## src/rtl/ram_arbiter_pkg.sv

```systemverilog
// Shared types for the RAM arbiter: data word, strobe, port ids and response owner.
package ram_arbiter_pkg;

    localparam int XLEN                   = 32;
    localparam int STRB_W                 = XLEN / 8;
    localparam int DEFAULT_RAM_ADDR_WIDTH = 12;

    typedef logic [XLEN-1:0]   word_t;
    typedef logic [STRB_W-1:0] strobe_t;

    typedef enum logic {
        PORT_IFETCH = 1'b0,
        PORT_LSU    = 1'b1
    } ram_port_e;

    typedef enum logic [1:0] {
        RSP_NONE = 2'b00,
        RSP_P0   = 2'b01,
        RSP_P1   = 2'b10
    } rsp_owner_t;

endpackage

```

## src/rtl/rr_arb2.sv

```systemverilog
// Purpose: 2-way round-robin grant core with a port-1 lock for read-modify-write.
// Latency: grant is combinational from req in the same cycle.
// Backpressure: a loser simply sees gnt low and holds its request.
module rr_arb2
    import ram_arbiter_pkg::*;
(
    input  logic       clk,
    input  logic       rst_n,
    input  logic [1:0] req,
    input  logic       lock,
    output logic [1:0] gnt
);

    ram_port_e  prio;
    logic       locked;
    logic [1:0] gnt_raw;

    always_comb begin
        gnt_raw = 2'b00;
        if (locked) begin
            // Port 0 is starved while locked, even if port 1 is idle.
            gnt_raw[1] = req[1];
        end else begin
            case (req)
                2'b01:   gnt_raw = 2'b01;
                2'b10:   gnt_raw = 2'b10;
                2'b11:   gnt_raw = (prio == PORT_LSU) ? 2'b10 : 2'b01;
                default: gnt_raw = 2'b00;
            endcase
        end
        gnt = rst_n ? gnt_raw : 2'b00;
    end

    always_ff @(posedge clk or negedge rst_n) begin
        if (!rst_n) begin
            prio   <= PORT_LSU;
            locked <= 1'b0;
        end else begin
            if (gnt[0]) begin
                prio <= PORT_LSU;
            end else if (gnt[1]) begin
                prio <= PORT_IFETCH;
            end

            if (!lock) begin
                locked <= 1'b0;
            end else if (gnt[1]) begin
                locked <= 1'b1;
            end
        end
    end

endmodule

```

## src/rtl/ram_arbiter.sv

```systemverilog
// Purpose: share one single-port byte-strobed RAM between ifetch (port 0) and LSU (port 1).
// Latency: grant same cycle; read data and rvalid one cycle after a granted read.
// Backpressure: requester holds req and payload stable until its gnt is seen high.
module ram_arbiter
    import ram_arbiter_pkg::*;
#(
    parameter int ADDR_WIDTH = DEFAULT_RAM_ADDR_WIDTH
) (
    input  logic                  clk,
    input  logic                  rst_n,

    input  logic                  m0_req,
    input  logic                  m0_we,
    input  logic [ADDR_WIDTH-1:0] m0_addr,
    input  word_t                 m0_wdata,
    input  strobe_t               m0_strobe,
    output logic                  m0_gnt,
    output logic                  m0_rvalid,
    output word_t                 m0_rdata,

    input  logic                  m1_req,
    input  logic                  m1_we,
    input  logic [ADDR_WIDTH-1:0] m1_addr,
    input  word_t                 m1_wdata,
    input  strobe_t               m1_strobe,
    input  logic                  m1_lock,
    output logic                  m1_gnt,
    output logic                  m1_rvalid,
    output word_t                 m1_rdata,

    output logic                  ram_rd_en,
    output logic                  ram_wr_en,
    output logic [ADDR_WIDTH-1:0] ram_addr,
    output word_t                 ram_wr_data,
    output strobe_t               ram_wr_strobe,
    input  word_t                 ram_rd_data
);

    logic [1:0] gnt;
    logic       rd0;
    logic       rd1;
    rsp_owner_t rsp_owner;

    rr_arb2 u_arb (
        .clk   (clk),
        .rst_n (rst_n),
        .req   ({m1_req, m0_req}),
        .lock  (m1_lock),
        .gnt   (gnt)
    );

    assign m0_gnt = gnt[0];
    assign m1_gnt = gnt[1];

    assign rd0 = gnt[0] & ~m0_we;
    assign rd1 = gnt[1] & ~m1_we;

    always_comb begin
        ram_addr      = m1_addr;
        ram_wr_data   = m1_wdata;
        ram_wr_strobe = m1_strobe;
        if (gnt[0]) begin
            ram_addr      = m0_addr;
            ram_wr_data   = m0_wdata;
            ram_wr_strobe = m0_strobe;
        end
        ram_rd_en = rd0 | rd1;
        ram_wr_en = (gnt[0] & m0_we) | (gnt[1] & m1_we);
    end

    // Remembers who issued last cycle's read so the RAM's registered data is steered back.
    always_ff @(posedge clk or negedge rst_n) begin
        if (!rst_n) begin
            rsp_owner <= RSP_NONE;
        end else if (rd0) begin
            rsp_owner <= RSP_P0;
        end else if (rd1) begin
            rsp_owner <= RSP_P1;
        end else begin
            rsp_owner <= RSP_NONE;
        end
    end

    assign m0_rvalid = (rsp_owner == RSP_P0);
    assign m1_rvalid = (rsp_owner == RSP_P1);
    assign m0_rdata  = ram_rd_data;
    assign m1_rdata  = ram_rd_data;

endmodule

```

## config.mk

```make
export PLATFORM = sky130hd
export DESIGN_NAME = ram_arbiter
export DESIGN_NICKNAME = d
export VERILOG_FILES = /design/src/rtl/ram_arbiter_pkg.sv /design/src/rtl/rr_arb2.sv /design/src/rtl/ram_arbiter.sv
export SDC_FILE = /design/constraint.sdc
export NUM_CORES = 1
export LEC_CHECK = 0
export ABC_AREA = 0
export CAP_MARGIN = 20
export CORE_AREA = 3 3 97 99
export CTS_CLUSTER_DIAMETER = 50
export DETAILED_ROUTE_END_ITERATION = 8
export DIE_AREA = 0 0 100 102
export PLACE_DENSITY = 0.75
export SYNTH_ARGS = -nofsm -noshare
export SYNTH_HDL_FRONTEND = slang
export SYNTH_SLANG_ARGS = --single-unit
```

## constraint.sdc

```tcl
create_clock -name clk -period 4.2 [get_ports clk]
set_clock_uncertainty 0.05 [all_clocks]
set_input_delay 0.63 -clock clk [delete_from_list [all_inputs] [get_ports clk]]
set_output_delay 0.63 -clock clk [all_outputs]
set_load 0.02 [all_outputs]
```

### Placed cells, one color a class

The bar under the picture is 20 microns long.
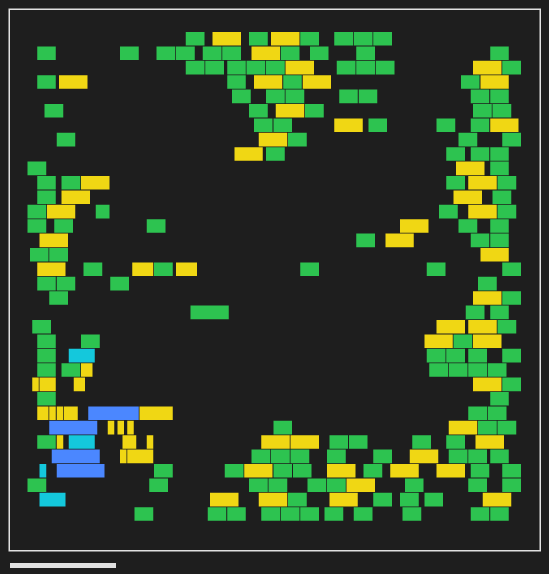
color	class	cells	share of their area
blue	flops	4	4.0%
green	other buffers and delay cells	158	62%
cyan	clock drivers and dummy loads	4	1.8%
yellow	combinational and other logic	65	32%

### Metal 1

Supply wires on this layer in gray.
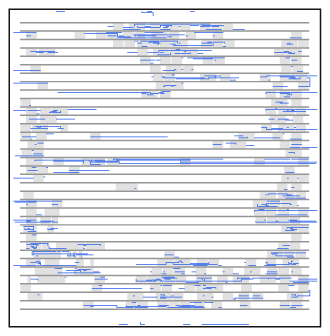
share of all routed wire	35%
wire length on this layer	1720 microns
nets with wire on the layer	269
main direction	horizontal
longest straight run	63.5 microns

### Cells by drive strength

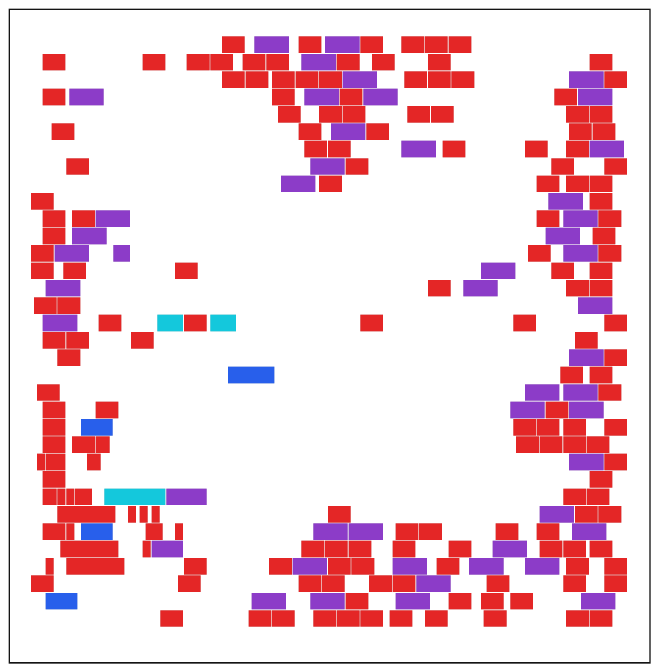
color	size	cells	share
red	_0 and _1 cells	175	76%
cyan	_2 cells	3	1.3%
blue	_6 and larger	4	1.7%
purple	_3 and _4 cells	49	21%

==> results.toml <==
# physical design summary
[final_timing]
hold_ws_ns = 0.415
finalSetupViolations = 0
slew_headroom_pct = 79.8
fin_crit_sh_pct = 81.1
fin_ws_ns = 0.793

[detailed_routing]
drc = 0
drtIter0Drc = 3
viasPerCell = 3.71
num_vias = 1258

[global_routing]
global_route.overflow_total = 0
antenna_found_initial = 0

[die]
rows = 34

[finish]
layout.nets = 367
diodes = 0
syn2layout_area_growth_pct = 84.5
final_cells = 339

[critical_path]
r2r_slack_ns = 3.06
ff2ff_path_depth = 4
worstSetupStartpoint = "rst_n"
start_kind = "primary input"
crit_end = "ram_wr_data[24]"
cp_common_cell = "clkdlybuf4s50_1"
crit_path_top_delay_cell = "clkdlybuf4s50_1"
endpoint_kind = "primary output"
rr_startpoint = "u_arb.locked"

[clock_tree]
cts_tree = "yes"
clkTransAtPathRegs_ns = 0.03
clk_latency_ns = 0.22

[run]
log.warning_count = 26

[synth]
synth_flops = 4
syn_inst = 138

[place]
preCtsSetupSlack_ns = 0.750
dp_hpwl_microns = 4360
placed_cells = 335

[worst_hold_path]
hold_depth = 2

[run_status]
status = "finished clean"

[power_and_ir_drop]
power_mw = 0.478
### Clock wiring as the flow saved it

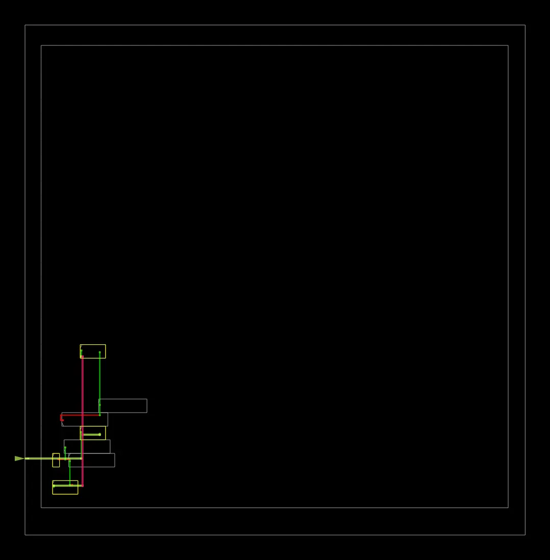
Seq cells: 4
clock network power: 0.0862 mW
clock buffer count: 4
CTS Sinks: 4

### Clock network drawn from the DEF

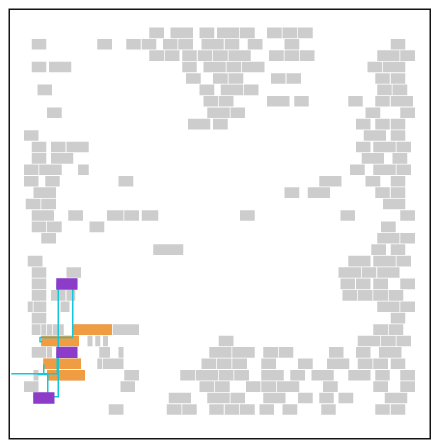
[cyan] clock wires | length: 85.0 microns
[orange] flip-flops | count: 4
[purple] clock drivers | count: 3
flops lie	bottom left

-- cell type report --
type	count	area, sq um	area share [%]
timing repair buffer	158	1590	59.0
multi-input combinational	62	810	30.1
tap	108	135	5.02
sequential	4	101	3.77
clock buffer	4	45.0	1.67
inverter	3	11.3	0.418
-- critical path: cells and delay by family --
family / cells / cell delay [ns]
AND/OR/NAND/NOR: 1 / 0.27
buffers and inverters: 3 / 1.49
multiplexers: 1 / 0.32
-- layer usage --
metal / GRT usage, % / part of all wire, % / vias up / wire, microns
met5: 0 / 0 / - / 0
met2: 15.2 / 50 / 104 / 2450
met3: 2.66 / 13 / 29 / 640
met1: 9.52 / 35 / 543 / 1720
li1: - / - / 582 / -
met4: 3.01 / 2.7 / 0 / 132
-- sequential cells by signal (all words and copies together), names as in the netlist --
register	flops
u_arb.prio	1
rsp_owner	2
u_arb.locked	1
-- logic make-up after synthesis --
kind of cell / after synthesis
AOI/OAI and AO/OA: 4
buffers and inverters: 72
DFF: 4
muxes: 48
and+or+nand+nor: 10
-- synth_stat cells (all sizes together) --
library cell | n | area [sq um]
a21o | 1 | 7.51
a22o | 1 | 8.76
buf | 69 | 537
dfrtp | 3 | 75.1
dfstp | 1 | 26.3
inv | 3 | 11.3
mux2 | 48 | 713
nand2 | 4 | 15.0
nand3 | 1 | 17.5
nor2 | 2 | 7.51
nor2b | 3 | 26.3
o21a | 1 | 7.51
o22ai | 1 | 6.26
-- cells in the final DEF (no fill, tap or decap), drive strengths merged --
cell type      count
mux2              48
a21o               1
clkbuf             4
dfrtp              3
nor2b              3
inv                3
buf                2
a22o               1
o22ai              1
nand3              1
dfstp              1
o21a               1
clkdlybuf4s50    156
nand2              4
nor2               2
-- power breakdown --
group,switching [mW],internal (mW)
Clock,0.0212,0.0649
Sequential,0.00237,0.0432
Combinational,0.124,0.222
No activity file was given, so power comes from the tool's default toggle rates.
